`config.mk`:
```
export PLATFORM = sky130hd
export DESIGN_NAME = turn_scheduler_flat
export DESIGN_NICKNAME = d
export VERILOG_FILES = /design/src/rtl/turn_scheduler_if.sv /design/src/rtl/turn_scheduler.sv /design/src/flat_wrapper.sv
export SDC_FILE = /design/constraint.sdc
export NUM_CORES = 1
export LEC_CHECK = 0
export CAP_MARGIN = 20
export CORE_MARGIN = 4
export CORE_UTILIZATION = 27
export CTS_CLUSTER_DIAMETER = 80
export DETAILED_ROUTE_END_ITERATION = 6
export REMOVE_ABC_BUFFERS = 1
export SLEW_MARGIN = 10
export SYNTH_ARGS = -nofsm -noshare
export SYNTH_HDL_FRONTEND = slang
export SYNTH_SLANG_ARGS = --single-unit
```
`constraint.sdc`:
```
create_clock -name clk -period 2.2 [get_ports clk]
set_input_delay 0.55 -clock clk [delete_from_list [all_inputs] [get_ports clk]]
set_output_delay 0.55 -clock clk [all_outputs]
set_load 0.02 [all_outputs]
```
`src/rtl/turn_scheduler_if.sv`:
```
// Bundle of run control, player buttons, hp feedback and action outputs for turn_scheduler.
`default_nettype none

interface turn_scheduler_if;
    logic       en;
    logic       punch1, kick1, wait1, jump1, left1, right1;
    logic       punch2, kick2, wait2, jump2, left2, right2;
    logic [1:0] hp1;
    logic [1:0] hp2;
    logic [2:0] act1;
    logic [2:0] act2;
    logic       act_valid;
    logic [7:0] turn_cnt;
    logic       busy;
    logic       game_over;
    logic [1:0] winner;

    modport master (
        output en, punch1, kick1, wait1, jump1, left1, right1,
        output punch2, kick2, wait2, jump2, left2, right2, hp1, hp2,
        input  act1, act2, act_valid, turn_cnt, busy, game_over, winner
    );

    modport slave (
        input  en, punch1, kick1, wait1, jump1, left1, right1,
        input  punch2, kick2, wait2, jump2, left2, right2, hp1, hp2,
        output act1, act2, act_valid, turn_cnt, busy, game_over, winner
    );
endinterface

`default_nettype wire

```
`src/rtl/turn_scheduler.sv`:
```
// ============================================================================
//  turn_scheduler : collects per-turn player actions, strobes them to the game
//                   core, and detects KO from the core's hp feedback.
//  Revision: 1.0
// ============================================================================
`default_nettype none

module turn_scheduler #(
    parameter int TURN_CYCLES     = 4,
    parameter int COOLDOWN_CYCLES = 2
) (
    input  wire                     clk,
    input  wire                     reset,
    turn_scheduler_if.slave         bus
);
    localparam int MAX_CYC = (TURN_CYCLES > COOLDOWN_CYCLES) ? TURN_CYCLES : COOLDOWN_CYCLES;
    localparam int CNT_W   = (MAX_CYC > 1) ? $clog2(MAX_CYC) : 1;

    localparam logic [2:0] S_IDLE     = 3'd0;
    localparam logic [2:0] S_COLLECT  = 3'd1;
    localparam logic [2:0] S_ISSUE    = 3'd2;
    localparam logic [2:0] S_COOLDOWN = 3'd3;
    localparam logic [2:0] S_OVER     = 3'd4;

    localparam logic [2:0] ACT_WAIT = 3'b110;

    logic [2:0]       state, state_nxt;
    logic [CNT_W-1:0] cnt, cnt_nxt;
    logic             lat1, lat1_nxt, lat2, lat2_nxt;
    logic [2:0]       code1, code1_nxt, code2, code2_nxt;

    logic [2:0] act1, act1_nxt, act2, act2_nxt;
    logic       act_valid, act_valid_nxt;
    logic [7:0] turn_cnt, turn_cnt_nxt;
    logic       busy, busy_nxt;
    logic       game_over, game_over_nxt;
    logic [1:0] winner, winner_nxt;

    logic [2:0] enc1, enc2;
    logic       any1, any2;

    function automatic logic [2:0] encode(input logic p, input logic k, input logic j,
                                          input logic l, input logic r, input logic w);
        if (p)      return 3'b001;
        else if (k) return 3'b010;
        else if (j) return 3'b011;
        else if (l) return 3'b100;
        else if (r) return 3'b101;
        else if (w) return 3'b110;
        else        return 3'b000;
    endfunction

    assign enc1 = encode(bus.punch1, bus.kick1, bus.jump1, bus.left1, bus.right1, bus.wait1);
    assign enc2 = encode(bus.punch2, bus.kick2, bus.jump2, bus.left2, bus.right2, bus.wait2);
    assign any1 = |{bus.punch1, bus.kick1, bus.jump1, bus.left1, bus.right1, bus.wait1};
    assign any2 = |{bus.punch2, bus.kick2, bus.jump2, bus.left2, bus.right2, bus.wait2};

    always_ff @(posedge clk or negedge reset) begin
        if (!reset) begin
            state     <= S_IDLE;
            cnt       <= '0;
            lat1      <= 1'b0;
            lat2      <= 1'b0;
            code1     <= 3'b000;
            code2     <= 3'b000;
            act1      <= 3'b000;
            act2      <= 3'b000;
            act_valid <= 1'b0;
            turn_cnt  <= 8'd0;
            busy      <= 1'b0;
            game_over <= 1'b0;
            winner    <= 2'b00;
        end else begin
            state     <= state_nxt;
            cnt       <= cnt_nxt;
            lat1      <= lat1_nxt;
            lat2      <= lat2_nxt;
            code1     <= code1_nxt;
            code2     <= code2_nxt;
            act1      <= act1_nxt;
            act2      <= act2_nxt;
            act_valid <= act_valid_nxt;
            turn_cnt  <= turn_cnt_nxt;
            busy      <= busy_nxt;
            game_over <= game_over_nxt;
            winner    <= winner_nxt;
        end
    end

    always_comb begin
        state_nxt = state;
        cnt_nxt   = cnt;
        lat1_nxt  = lat1;
        lat2_nxt  = lat2;
        code1_nxt = code1;
        code2_nxt = code2;
        case (state)
            S_IDLE: begin
                if (bus.en) begin
                    state_nxt = S_COLLECT;
                    cnt_nxt   = CNT_W'(TURN_CYCLES - 1);
                end
            end
            S_COLLECT: begin
                if (bus.en) begin
                    // Only the first pressing cycle of the window is captured.
                    if (!lat1 && any1) begin
                        lat1_nxt  = 1'b1;
                        code1_nxt = enc1;
                    end
                    if (!lat2 && any2) begin
                        lat2_nxt  = 1'b1;
                        code2_nxt = enc2;
                    end
                    if ((lat1_nxt && lat2_nxt) || (cnt == '0))
                        state_nxt = S_ISSUE;
                    else
                        cnt_nxt = cnt - CNT_W'(1);
                end
            end
            S_ISSUE: begin
                state_nxt = S_COOLDOWN;
                cnt_nxt   = CNT_W'(COOLDOWN_CYCLES - 1);
                lat1_nxt  = 1'b0;
                lat2_nxt  = 1'b0;
                code1_nxt = 3'b000;
                code2_nxt = 3'b000;
            end
            S_COOLDOWN: begin
                if (cnt == '0) begin
                    if ((bus.hp1 == 2'd0) || (bus.hp2 == 2'd0)) begin
                        state_nxt = S_OVER;
                    end else if (bus.en) begin
                        state_nxt = S_COLLECT;
                        cnt_nxt   = CNT_W'(TURN_CYCLES - 1);
                    end else begin
                        state_nxt = S_IDLE;
                    end
                end else begin
                    cnt_nxt = cnt - CNT_W'(1);
                end
            end
            S_OVER:  state_nxt = S_OVER;
            default: state_nxt = S_IDLE;
        endcase
    end

    // Outputs are registered from the next state so the strobe lines up with ISSUE.
    always_comb begin
        act_valid_nxt = (state == S_COLLECT) && (state_nxt == S_ISSUE);
        act1_nxt      = act1;
        act2_nxt      = act2;
        turn_cnt_nxt  = turn_cnt;
        if (act_valid_nxt) begin
            act1_nxt = lat1_nxt ? code1_nxt : ACT_WAIT;
            act2_nxt = lat2_nxt ? code2_nxt : ACT_WAIT;
            if (turn_cnt != 8'hFF)
                turn_cnt_nxt = turn_cnt + 8'd1;
        end
        busy_nxt      = (state_nxt == S_COLLECT) || (state_nxt == S_ISSUE) ||
                        (state_nxt == S_COOLDOWN);
        game_over_nxt = (state_nxt == S_OVER);
        winner_nxt    = winner;
        if ((state == S_COOLDOWN) && (state_nxt == S_OVER))
            winner_nxt = {bus.hp1 == 2'd0, bus.hp2 == 2'd0};
    end

    assign bus.act1      = act1;
    assign bus.act2      = act2;
    assign bus.act_valid = act_valid;
    assign bus.turn_cnt  = turn_cnt;
    assign bus.busy      = busy;
    assign bus.game_over = game_over;
    assign bus.winner    = winner;

endmodule

`default_nettype wire

```
`src/flat_wrapper.sv`:
```
// flat-port wrapper written by rule: the top's interface ports become plain ports
module turn_scheduler_flat 
#(
    parameter int TURN_CYCLES     = 4,
    parameter int COOLDOWN_CYCLES = 2
)
  (clk, reset, bus_en, bus_punch1, bus_kick1, bus_wait1, bus_jump1, bus_left1, bus_right1, bus_punch2, bus_kick2, bus_wait2, bus_jump2, bus_left2, bus_right2, bus_hp1, bus_hp2, bus_act1, bus_act2, bus_act_valid, bus_turn_cnt, bus_busy, bus_game_over, bus_winner);
  turn_scheduler_if bus_i ();
  input  wire clk;
  input  wire reset;
  input wire logic [$bits(bus_i.en)-1:0] bus_en;
  input wire logic [$bits(bus_i.punch1)-1:0] bus_punch1;
  input wire logic [$bits(bus_i.kick1)-1:0] bus_kick1;
  input wire logic [$bits(bus_i.wait1)-1:0] bus_wait1;
  input wire logic [$bits(bus_i.jump1)-1:0] bus_jump1;
  input wire logic [$bits(bus_i.left1)-1:0] bus_left1;
  input wire logic [$bits(bus_i.right1)-1:0] bus_right1;
  input wire logic [$bits(bus_i.punch2)-1:0] bus_punch2;
  input wire logic [$bits(bus_i.kick2)-1:0] bus_kick2;
  input wire logic [$bits(bus_i.wait2)-1:0] bus_wait2;
  input wire logic [$bits(bus_i.jump2)-1:0] bus_jump2;
  input wire logic [$bits(bus_i.left2)-1:0] bus_left2;
  input wire logic [$bits(bus_i.right2)-1:0] bus_right2;
  input wire logic [$bits(bus_i.hp1)-1:0] bus_hp1;
  input wire logic [$bits(bus_i.hp2)-1:0] bus_hp2;
  output wire logic [$bits(bus_i.act1)-1:0] bus_act1;
  output wire logic [$bits(bus_i.act2)-1:0] bus_act2;
  output wire logic [$bits(bus_i.act_valid)-1:0] bus_act_valid;
  output wire logic [$bits(bus_i.turn_cnt)-1:0] bus_turn_cnt;
  output wire logic [$bits(bus_i.busy)-1:0] bus_busy;
  output wire logic [$bits(bus_i.game_over)-1:0] bus_game_over;
  output wire logic [$bits(bus_i.winner)-1:0] bus_winner;
  assign bus_i.en = bus_en;
  assign bus_i.punch1 = bus_punch1;
  assign bus_i.kick1 = bus_kick1;
  assign bus_i.wait1 = bus_wait1;
  assign bus_i.jump1 = bus_jump1;
  assign bus_i.left1 = bus_left1;
  assign bus_i.right1 = bus_right1;
  assign bus_i.punch2 = bus_punch2;
  assign bus_i.kick2 = bus_kick2;
  assign bus_i.wait2 = bus_wait2;
  assign bus_i.jump2 = bus_jump2;
  assign bus_i.left2 = bus_left2;
  assign bus_i.right2 = bus_right2;
  assign bus_i.hp1 = bus_hp1;
  assign bus_i.hp2 = bus_hp2;
  assign bus_act1 = bus_i.act1;
  assign bus_act2 = bus_i.act2;
  assign bus_act_valid = bus_i.act_valid;
  assign bus_turn_cnt = bus_i.turn_cnt;
  assign bus_busy = bus_i.busy;
  assign bus_game_over = bus_i.game_over;
  assign bus_winner = bus_i.winner;
  turn_scheduler #(.TURN_CYCLES(TURN_CYCLES), .COOLDOWN_CYCLES(COOLDOWN_CYCLES)) u_core (.clk(clk), .reset(reset), .bus(bus_i));
endmodule
```
==> GITHUB_STEP_SUMMARY, run 1 <==
### Yosys + OpenROAD results

| Metric | Value |
|---|---|
| Post-DP HPWL | 2870 µm |
| Dpl ws | -0.285 ns |
| FF-to-FF Start | u_core.cnt[0]$_DFFE_PN0P_ |
| DRC viols | 0 |
| Vias per cell | ~4.6 |
| Clock sinks | 32 |
| Yosys top cell area share | 45.5% |
| Die Height | slightly below 90 µm |
| Fin. max-slew vios | 0 |
| Final min period | 2.15 ns |
| Drt pass-1 iters | 4 |
| Synth Warn # | 0 |
| EDFF count, synth | 0 |
| First-pass GRT wire length | approximately 6500 µm |
| Yosys stat chip area | 1760 µm² |
| Top cells by count | dfrtp_1 (32), nand2_1 (17), nor2_1 (15) |
| Final RePlAce weighted congestion | about 0.84 |
| Max stage delay on crit path | around 0.42 ns |
| TritonCTS Buffers | 5 |
| Crit path launch type | input port |
| Via Count | 1448 |
| Net count, final | between 200 and 300 |
| Setup bufs post-CTS | 0 |
| DR iter-0 viols | roughly 65 |
| CTS tree | yes |
| Crit path DAT | 2.35 ns |
| Worst VDD drop | about 500 µV |
| Netlist cell types | between 50 and 60 |
| Late-Pin Clk Latency | around 0.28 ns |
| Share of post-route cells with drive strength above 1 | a little under a quarter |
| Vias in the first global route | 1423 |
| Largest net degree at the start of global routing | 33 |
| Slowest cell on crit path | clkdlybuf4s50_1 |
| Setup CP Type | input port to register |
| Cts repair resizes | 0 |
| Leakage | 1.11 nW |
| Flops after synth | 32 |
| Area added between synthesis and finish | 44.2% |
| Cells after Synth | between 150 and 200 |
| Post-synth seq share | 45.5% |
| Crit path max-delay family | simple AND/OR/NAND/NOR gates |
| Crit path max fanout | 2 |
| Hold Crit Class | register to register |
| # Max-Cap Violations | 0 |
| Fp util | 27.7% |
| Final Hold Viols | 0 |
| DIE AREA | approximately 8000 µm² |
| Cts hold-fix bufs | 0 |
| Chip width | 88.8 µm |
| Final Setup Violations | 0 |
| Clock skew | 0.00890 ns |
| H-tree depth | 2 |
| Hold path start | u_core.code2[0]$_DFF_PN0_ |
| Std-Cell Rows | 29 |
| Cell Area, Synth | approximately 1800 µm² |
| CP startpoint | bus_punch1 |
| Post-route ant nets | 0 |
| Buf+Inv Stages, Crit Path | 2 |
| Initial antenna violation count | 0 |
| WL per Instance | roughly 13 µm |
| Cycle use final | slightly below 100% |
| Clk root buf | clkbuf_8 |
| Commonest flop | dfrtp_1 |
| Setup_tns | 0 ns |
| CP Data Required Time | about 2.4 ns |
| Log Warnings | 26 |
| Top-count cell post-synth | dfrtp_1 |
| Worst setup EP type | register |
| Inserted Diodes | 0 |
| Max Fclk | 466 MHz |
| GRT Residual Overflow | 0 |
| FFs w/ async S/R, synth | 100% |
| Hold slack | around 0.47 ns |
| Reg clk slew, reported paths | around 0.070 ns |
| Gr usage total | 10.5% |
| Mean Syn Cell Area | a little over 10 µm² |
| Status | finished clean |
==> run 1: report_power, final <==
group / switching (mW) / internal [mW]
sequential: 0.233 / 0.833
clock: 0.219 / 0.400
combinational: 0.720 / 0.766
total: 1.17 / 2.00
==> run 1: cell usage in the layout (no fill, tap or decap), types with 2 or more instances in the layout <==
cell type / count
a211oi_1: 4
a21o_1: 2
a21oi_1: 6
a31o_1: 2
buf_4: 24
clkbuf_8: 7
clkdlybuf4s50_1: 35
dfrtp_1: 32
dlymetal6s2s_1: 2
inv_1: 9
mux2_1: 4
mux2_2: 2
mux2_4: 2
mux2i_1: 2
nand2_1: 17
nand2b_1: 3
nand3_1: 8
nand4_1: 3
nor2_1: 15
nor2_2: 2
nor2b_1: 3
nor3_1: 5
nor3b_4: 2
o21ai_0: 3
o21ai_1: 3
o22a_1: 2
o31ai_1: 3
or3_4: 2
or3b_1: 2
xnor2_1: 4
==> run 1: through the flow <==
step	util, %	power (mW)	std cells	instance area, µm²
after floorplan	-	1.94	165	1710
after global placement	37.1	2.49	303	2360
after detailed placement	37.1	2.50	303	2360
after CTS	39.1	3.14	311	2480
after global routing	40.0	3.41	314	2540
final	40.0	3.17	314	2540
==> run 1: area by class of cell <==
type                       instances  area, µm²
timing repair buffer              64        592
tap                               77       96.3
clock buffer                       7       96.3
fill                             621       3810
multi-input combinational        124        891
inverter                           9       33.8
sequential                        32        801
clock inverter                     1       30.0
==> run 1: layer usage <==
| layer | GRT usage [%] | wire length (µm) |
|---|---|---|
| met5 | 0 | 0 |
| met4 | 2.06 | 8 |
| met2 | 16.1 | 1810 |
| met3 | 3.35 | 244 |
| met1 | 14.6 | 1900 |
==> run 1: flip-flops by register name (all words and copies together) (netlist names) <==
name                  count
u_core.code1              3
u_core.lat1               1
u_core.lat2               1
u_core.bus.busy           1
u_core.cnt                2
u_core.bus.turn_cnt       8
u_core.state              3
u_core.bus.winner         2
u_core.bus.act2           3
u_core.bus.game_over      1
u_core.code2              3
u_core.bus.act_valid      1
u_core.bus.act1           3
==> run 1: logic make-up (layout without fill, tap and decap cells) <==
kind of cell	count (synthesis)	after routing	share of synthesized area, %
AOI/OAI and AO/OA	38	38	16.4
xor gates and xnor gates	5	5	2.49
adders and majority gates	2	2	1.42
buffers and inverters	16	81	4.76
DFF	32	32	45.5
muxes	10	10	6.68
and+or+nand+nor	69	69	22.8
==> run 1: worst register-to-register path: cells and delay by family, from the launching register on <==
family                   cells  cell delay, ns
AND/OR/NAND/NOR              3            0.65
flip-flops                   1            0.42
buffers and inverters        1            0.08
adder cells (fa/ha/maj)      1            0.27
AND-OR/OR-AND                1            0.22
multiplexers                 1            0.29
==> run 1: path summary, 6_finish.rpt <==
check | to | cells after the start | slack [ns]
worst max-delay path | u_core.bus.act1[1]$_DFFE_PN0P_ | 7 | 0.05
worst min-delay path | u_core.code2[0]$_DFF_PN0_ | 2 | 0.47
worst max register to register | u_core.bus.turn_cnt[1]$_DFFE_PN0P_ | 7 | 0.17
worst min register to register | u_core.code2[0]$_DFF_PN0_ | 2 | 0.47
max in group asynchronous | u_core.state[0]$_DFF_PN0_ | 2 | 1.21
min in group asynchronous | u_core.bus.act1[1]$_DFFE_PN0P_ | 2 | 0.68
### Cell density map, run 1

Bar = 20 µm. The die is cut into 9 by 9 equal tiles; black is low, pale yellow is high, 0 to 100% covered.
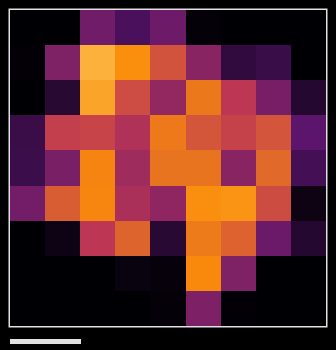
nearly empty tiles: 30%
emptiest ninth of the die: south-west
densest ninth of the die: center
tiles over 75% full: 6.2%
Core Footprint: 6350 µm²
final core occ: 40.0%

### I/O nets highlighted, run 1

Bar = 20 µm.
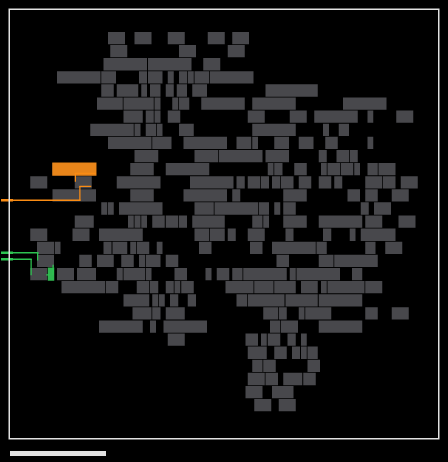
[green] bus_hp1 | direction: input | end cells: 1 | buffers: 2 | wire: 16.5 µm
[orange] bus_game_over | direction: output | end cells: 1 | buffers: 1 | wire: 25.1 µm
port bufs: 37
# IOs: 38

### Cells colored by class, run 1

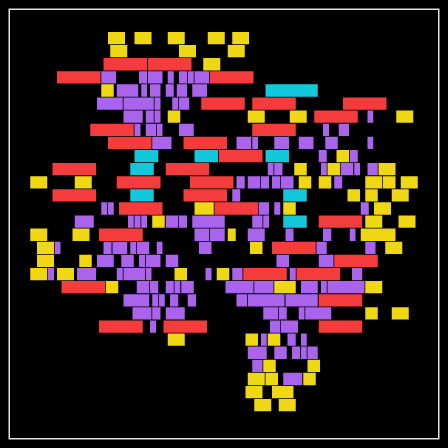
[yellow] other buffers and delay cells | cells: 64 | share of their area: 24%
[red] flip-flops | cells: 32 | share of their area: 33%
[cyan] clock drivers and dummy loads | cells: 8 | share of their area: 5.2%
[purple] all other logic | cells: 133 | share of their area: 38%

### Track usage over the die, run 1

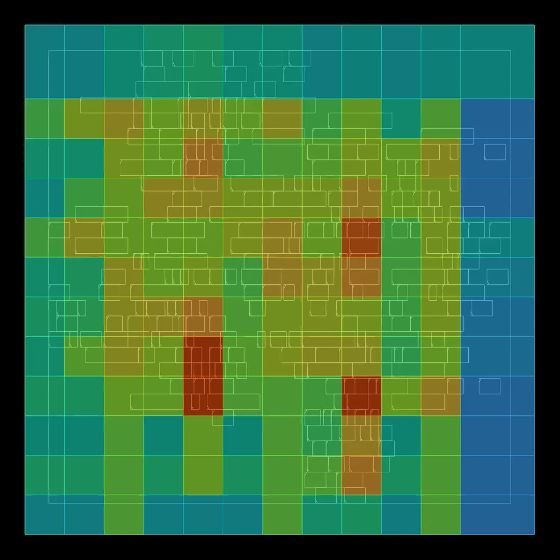
gr busiest metal: met2
routing usage on met2: 16.1%
met1 Usage GRT: 14.6%
GRT met3 Usage: 3.35%

## Run 2: what changed since run 1
--- a/config.mk
+++ b/config.mk
@@ -7,9 +7,10 @@
 export LEC_CHECK = 0
 export CAP_MARGIN = 20
 export CORE_MARGIN = 4
-export CORE_UTILIZATION = 27
+export CORE_UTILIZATION = 48
 export CTS_CLUSTER_DIAMETER = 80
 export DETAILED_ROUTE_END_ITERATION = 6
+export PLACE_DENSITY = 0.76
 export REMOVE_ABC_BUFFERS = 1
 export SLEW_MARGIN = 10
 export SYNTH_ARGS = -nofsm -noshare
### I/O nets highlighted, run 2

Bar = 20 µm.
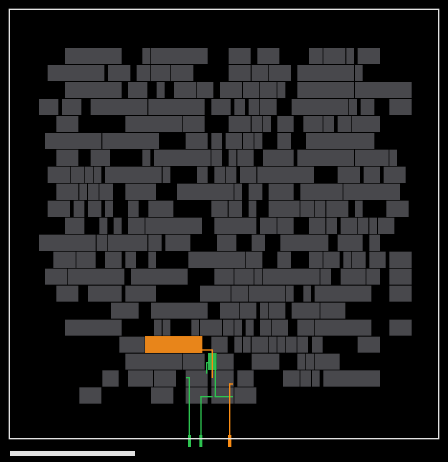
[orange] bus_game_over | direction: output | end cells: 1 | buffers: 1 | wire: 15.0 µm
[green] bus_hp1 | direction: input | end cells: 1 | buffers: 2 | wire: 28.3 µm

### Cells colored by class, run 2

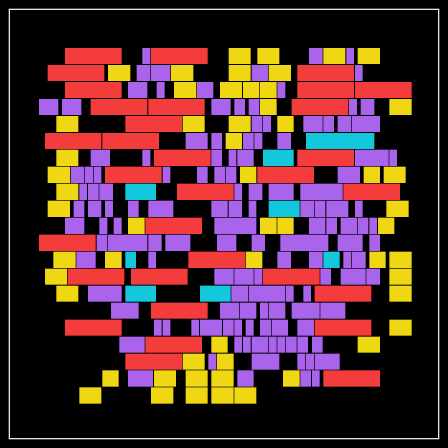
[yellow] other buffers and delay cells | cells: 55 | share of their area: 22%
[red] flip-flops | cells: 32 | share of their area: 34%
[cyan] clock drivers and dummy loads | cells: 8 | share of their area: 4.8%
[purple] all other logic | cells: 133 | share of their area: 39%
Finished Cell Area: 2390 µm²
Seq/total area: 33.6%

==> GITHUB_STEP_SUMMARY, run 2 <==
### Yosys + OpenROAD results

| Metric | Value |
|---|---|
| Flops after synth | 32 (unchanged) |
| Via Count | 1473 (was 1448) |
| Inserted Diodes | 0 (unchanged) |
| DR iter-0 viols | 85 (was 65) |
| DIE AREA | 4700 µm² (was 7880 µm²) |
| Largest net degree at the start of global routing | 33 (unchanged) |
| Gr usage total | 19.1% (was 10.5%) |
| Cell Area, Synth | 1760 µm² (unchanged) |
| TritonCTS Buffers | 5 (unchanged) |
| Max stage delay on crit path | 0.43 ns (was 0.42 ns) |
| Final RePlAce weighted congestion | 0.800 (was 0.840) |
| EDFF count, synth | 0 (unchanged) |
| Final Setup Violations | 0 (unchanged) |
| Chip width | 68.6 µm (was 88.8 µm) |
| Yosys top cell area share | 45.5% (unchanged) |
| Non-filler cells, final | 274 (was 314) |
| Top cells excl fill/tap | clkdlybuf4s50_1 (37), dfrtp_1 (32), buf_4 (18) (was clkdlybuf4s50_1 (35), dfrtp_1 (32), buf_4 (24)) |
| Top-count cell post-synth | dfrtp_1 (unchanged) |
| CP Data Required Time | 2.36 ns (was 2.40 ns) |
| Clock skew | 0.00876 ns (was 0.00890 ns) |
| Fp util | 51.2% (was 27.7%) |
| Leakage | 1.04 nW (was 1.11 nW) |
| CTS tree | yes (unchanged) |
| First-pass GRT wire length | 6690 µm (was 6530 µm) |
| Slowest cell on crit path | clkdlybuf4s50_1 (unchanged) |
| WL per Instance | 14.5 µm (was 12.6 µm) |
| Largest register FFs | 8 (unchanged) |
| Reg clk slew, reported paths | 0.07 ns (about the same) |
| Core Footprint | 3440 µm² (was 6350 µm²) |
| Netlist cell types | 53 (unchanged) |
| Max Fclk | 471 MHz (was 466 MHz) |
| Commonest flop | dfrtp_1 (unchanged) |
| Worst setup EP type | register (unchanged) |
| Std-Cell Rows | 21 (was 29) |
| FFs w/ async S/R, synth | 100% (unchanged) |
| Vias per cell | 5.38 (was 4.61) |
| Top cell excl fill/tap | clkdlybuf4s50_1 (unchanged) |
| Setup_tns | 0 ns (unchanged) |
| Net count, final | 248 (was 257) |
| Post-synth seq share | 45.5% (unchanged) |
| Log Warnings | 25 (was 26) |
| Clock sinks | 32 (unchanged) |
| Status | finished clean (unchanged) |
| R2R setup slack | 0.13 ns (was 0.17 ns) |
| Initial antenna violation count | 0 (unchanged) |
| Fin. max-slew vios | 0 (unchanged) |
| Total power | 3.06 mW (was 3.17 mW) |
| Crit path max fanout | 5 (was 2) |
| # IOs | 38 (unchanged) |
-- run 2: power by group --
part	switching [mW]	total (mW)	leakage, nW	internal [mW]
Sequential	0.241	1.07	0.401	0.832
Combinational	0.722	1.43	0.581	0.712
Clock	0.217	0.552	0.0541	0.335
Total	1.18	3.06	1.04	1.88
-- run 2: cell type report --
cell class	instances	area, µm²
Sequential cell	32	801
Clock inverter	3	42.5
Tap cell	46	57.6
Multi-Input combinational cell	124	877
Clock buffer	5	68.8
Fill cell	274	1060
Inverter	9	33.8
Timing Repair Buffer	55	505
-- run 2: tightest hold or removal path, cell delays in order, from the launching register on --
cell and delay, ns:
dfrtp_1 0.33, a21boi_1 0.08, inv_1 0.05
-- run 2: path summary, 6_finish.rpt --
| kind | start | to | cells past startpoint |
|---|---|---|---|
| worst max-delay path | bus_jump1 | u_core.bus.turn_cnt[1]$_DFFE_PN0P_ | 7 |
| min in group asynchronous | reset | u_core.bus.winner[0]$_DFFE_PN0P_ | 2 |
| worst min-delay path | u_core.code2[0]$_DFF_PN0_ | u_core.code2[0]$_DFF_PN0_ | 2 |
| max in group asynchronous | reset | u_core.code1[2]$_DFF_PN0_ | 2 |
| worst max register to register | u_core.cnt[0]$_DFFE_PN0P_ | u_core.cnt[1]$_DFFE_PN0P_ | 7 |
| worst min register to register | u_core.code2[0]$_DFF_PN0_ | u_core.code2[0]$_DFF_PN0_ | 2 |
-- run 2: per-layer routing --
layer,vias up,wire length [µm],GRT usage (%)
li1,720,-,-
met1,717,1720,22.6
met2,32,2080,33.3
met3,4,146,5.19
met4,0,42,6.45
met5,-,0,0
-- run 2: through the flow --
stage	worst slack [ns]	utilization, %	hold slack (ns)
2_1_floorplan	0.0562	-	0.254
3_3_place_gp	-0.193	66.1	0.453
3_5_place_dp	-0.248	66.1	0.469
4_1_cts	0.0435	69.3	0.487
5_1_grt	0.0136	69.3	0.524
6_report	0.0752	69.3	0.485
-- run 2: timing repair --
item | CTS | global route
setup endpoints to repair | 0 | 1
gates resized | 0 | 0
hold endpoints to repair | 0 | 0
hold buffers | 0 | 0
-- run 2: kinds of logic (layout without fill, tap and decap cells) --
family                     Yosys count  after routing  synth area share, %
and+or+nand+nor                     69             69                 22.8
AOI/OAI and AO/OA                   38             38                 16.4
DFF                                 32             32                 45.5
buffers and inverters               16             72                 4.76
muxes                               10             10                 6.68
xor gates and xnor gates             5              5                 2.49
adders and majority gates            2              2                 1.42
## Run 3: what changed since run 2
==> constraint.sdc (replaced) <==
create_clock -name clk -period 2.2 [get_ports clk]
set_input_delay 0.33 -clock clk [delete_from_list [all_inputs] [get_ports clk]]
set_output_delay 0.33 -clock clk [all_outputs]
set_load 0.02 [all_outputs]
### Cell density map, run 3

Bar = 20 µm. The die is cut into 7 by 7 equal tiles; black is low, pale yellow is high, 0 to 100% covered.
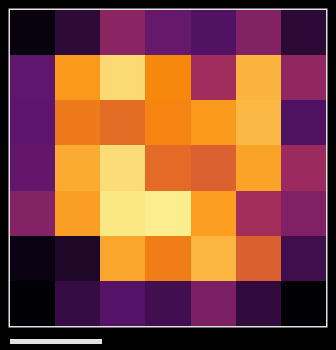
fp util: 51.2%
final core occ: 67.0%

### Cells colored by class, run 3

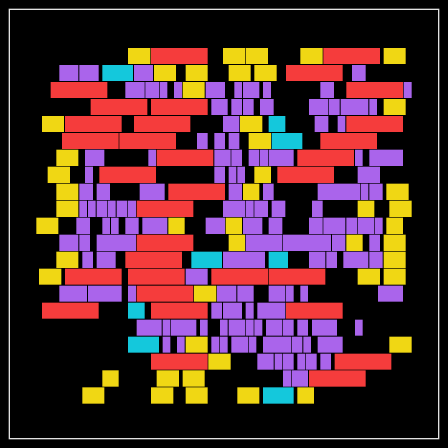
Core Footprint: 3440 µm²
Std-Cell Rows: 21
Seq/total area: 34.7%
Finished Cell Area: 2310 µm²

==> GITHUB_STEP_SUMMARY, run 3 <==
### Yosys + OpenROAD results

| Metric | Value |
|---|---|
| Status | finished clean (unchanged) |
| Synth Warn # | 0 (unchanged) |
| Worst setup EP type | register (unchanged) |
| Biggest register | u_core.bus.turn_cnt (unchanged) |
| Setup bufs post-CTS | 0 (unchanged) |
| Top cell excl fill/tap | clkdlybuf4s50_1 (unchanged) |
| Cell Area, Synth | 1760 µm² (unchanged) |
| Largest register FFs | 8 (unchanged) |
| Cts hold-fix bufs | 0 (unchanged) |
| Reg clk slew, reported paths | 0.07 ns (about the same) |
| Vias in the first global route | 1428 (was 1523) |
| Final Hold Viols | 0 (unchanged) |
| Share of post-route cells with drive strength above 1 | 16.8% (was 19.7%) |
| FFs w/ async S/R, synth | 100% (unchanged) |
| Top cells by count | dfrtp_1 (32), nand2_1 (17), nor2_1 (15) (unchanged) |
| Mean Syn Cell Area | 10.2 µm² (unchanged) |
| Post-synth seq share | 45.5% (unchanged) |
| TritonCTS Buffers | 5 (unchanged) |
| Clock skew | 0.00489 ns (was 0.00876 ns) |
| Placed instance area | 2210 µm² (was 2270 µm²) |
| GRT Residual Overflow | 0 (unchanged) |
| Final min period | 2.06 ns (was 2.12 ns) |
| # Max-Cap Violations | 0 (unchanged) |
| Cts repair resizes | 0 (unchanged) |
| Yosys stat chip area | 1760 µm² (unchanged) |
| Vias per cell | 5.42 (was 5.38) |
| Die Height | 68.6 µm (unchanged) |
| Post-DP HPWL | 2840 µm (was 3070 µm) |
| # IOs | 38 (unchanged) |
| Gr usage total | 18.1% (was 19.1%) |
| Netlist cell types | 53 (unchanged) |
| Initial antenna violation count | 0 (unchanged) |
| Setup CP Type | register to register (was input port to register) |
| Port bufs | 37 (unchanged) |
| H-tree depth | 2 (unchanged) |
| DRC viols | 0 (unchanged) |
| Top-count cell post-synth | dfrtp_1 (unchanged) |
| Cycle use final | 93.6% (was 96.6%) |
| Log Warnings | 25 (unchanged) |
| Max Fclk | 486 MHz (was 471 MHz) |
| DIE AREA | 4700 µm² (unchanged) |
| Crit path max fanout | 6 (was 5) |
| DR iter-0 viols | 85 (unchanged) |
| Leakage | 0.983 nW (was 1.04 nW) |
| Late-Pin Clk Latency | 0.29 ns (was 0.28 ns) |
| Drt pass-1 iters | 4 (unchanged) |
| Placed cells | 258 (was 266) |
| Flops after synth | 32 (unchanged) |
| Top cells excl fill/tap | clkdlybuf4s50_1 (37), dfrtp_1 (32), nand2_1 (17) (was clkdlybuf4s50_1 (37), dfrtp_1 (32), buf_4 (18)) |
| Final RePlAce weighted congestion | 0.797 (was 0.800) |
| Crit path launch type | register (was input port) |
| Clock sinks | 32 (unchanged) |
| Yosys top cell area share | 45.5% (unchanged) |
| Crit path DAT | 2.24 ns (was 2.29 ns) |
| Net count, final | 240 (was 248) |
| Inserted Diodes | 0 (unchanged) |
| Post-route ant nets | 0 (unchanged) |
| Chip width | 68.6 µm (unchanged) |
| WL per Instance | 14.1 µm (was 14.5 µm) |
[run 3: final cells by class]
type / instances / area (µm²)
Sequential cell: 32 / 801
Tap cell: 46 / 57.6
Clock buffer: 5 / 68.8
Timing Repair Buffer: 47 / 445
Multi-Input combinational cell: 124 / 877
Inverter: 9 / 33.8
Fill cell: 274 / 1130
Clock inverter: 3 / 23.8
[run 3: logic make-up after synthesis]
family                   synth area share [%]
XOR/XNOR                                 2.49
AND-OR/OR-AND                            16.4
multiplexers                             6.68
buffers and inverters                    4.76
adder cells (fa/ha/maj)                  1.42
AND/OR/NAND/NOR                          22.8
flip-flops                               45.5
[run 3: routing by layer]
metal | track usage, % | routed length (µm) | vias up
met3 | 4.38 | 150 | 8
met2 | 30.5 | 1920 | 33
met1 | 20.0 | 1610 | 696
met4 | 12.7 | 72 | 0
met5 | 0 | 0 | -
li1 | - | - | 705
[run 3: where the power goes]
group / switching, mW / internal (mW)
logic: 0.691 / 0.697
clock network: 0.237 / 0.224
registers: 0.242 / 0.832
[run 3: worst paths after layout]
kind	endpoint	slack, ns	cells after the start	start
min	u_core.bus.turn_cnt[4]$_DFFE_PN0P_	0.43	2	reset
max reg2reg	u_core.cnt[0]$_DFFE_PN0P_	0.14	7	u_core.cnt[0]$_DFFE_PN0P_
max	u_core.cnt[0]$_DFFE_PN0P_	0.14	7	u_core.cnt[0]$_DFFE_PN0P_
max in group asynchronous	u_core.code1[0]$_DFF_PN0_	1.49	2	reset
min reg2reg	u_core.code2[0]$_DFF_PN0_	0.48	2	u_core.code2[0]$_DFF_PN0_
min in group clk	u_core.code2[0]$_DFF_PN0_	0.48	2	u_core.code2[0]$_DFF_PN0_
[run 3: metrics by stage]
step                TNS [ns]  hold WS [ns]  total power [mW]  setup WS [ns]  util (%)
floorplan                  0        0.0344              1.94         0.0562         -
global placement           0         0.454              2.43         0.0270      64.3
detailed placement   -0.0830         0.460              2.47        -0.0373      64.3
CTS                        0         0.436              2.94          0.156      67.0
global route               0         0.472              3.13         0.0484      67.0
finish                     0         0.426              2.92          0.141      67.0
[run 3: worst max-delay path, cell delays in order, from the launching register on]
cell and delay [ns]:
dfrtp_1 0.41, inv_1 0.06, ha_1 0.30, nand2_1 0.16
o21ba_2 0.18, a211o_1 0.30, a31oi_2 0.19, mux2_1 0.34
No activity file was given, so power comes from the tool's default toggle rates.
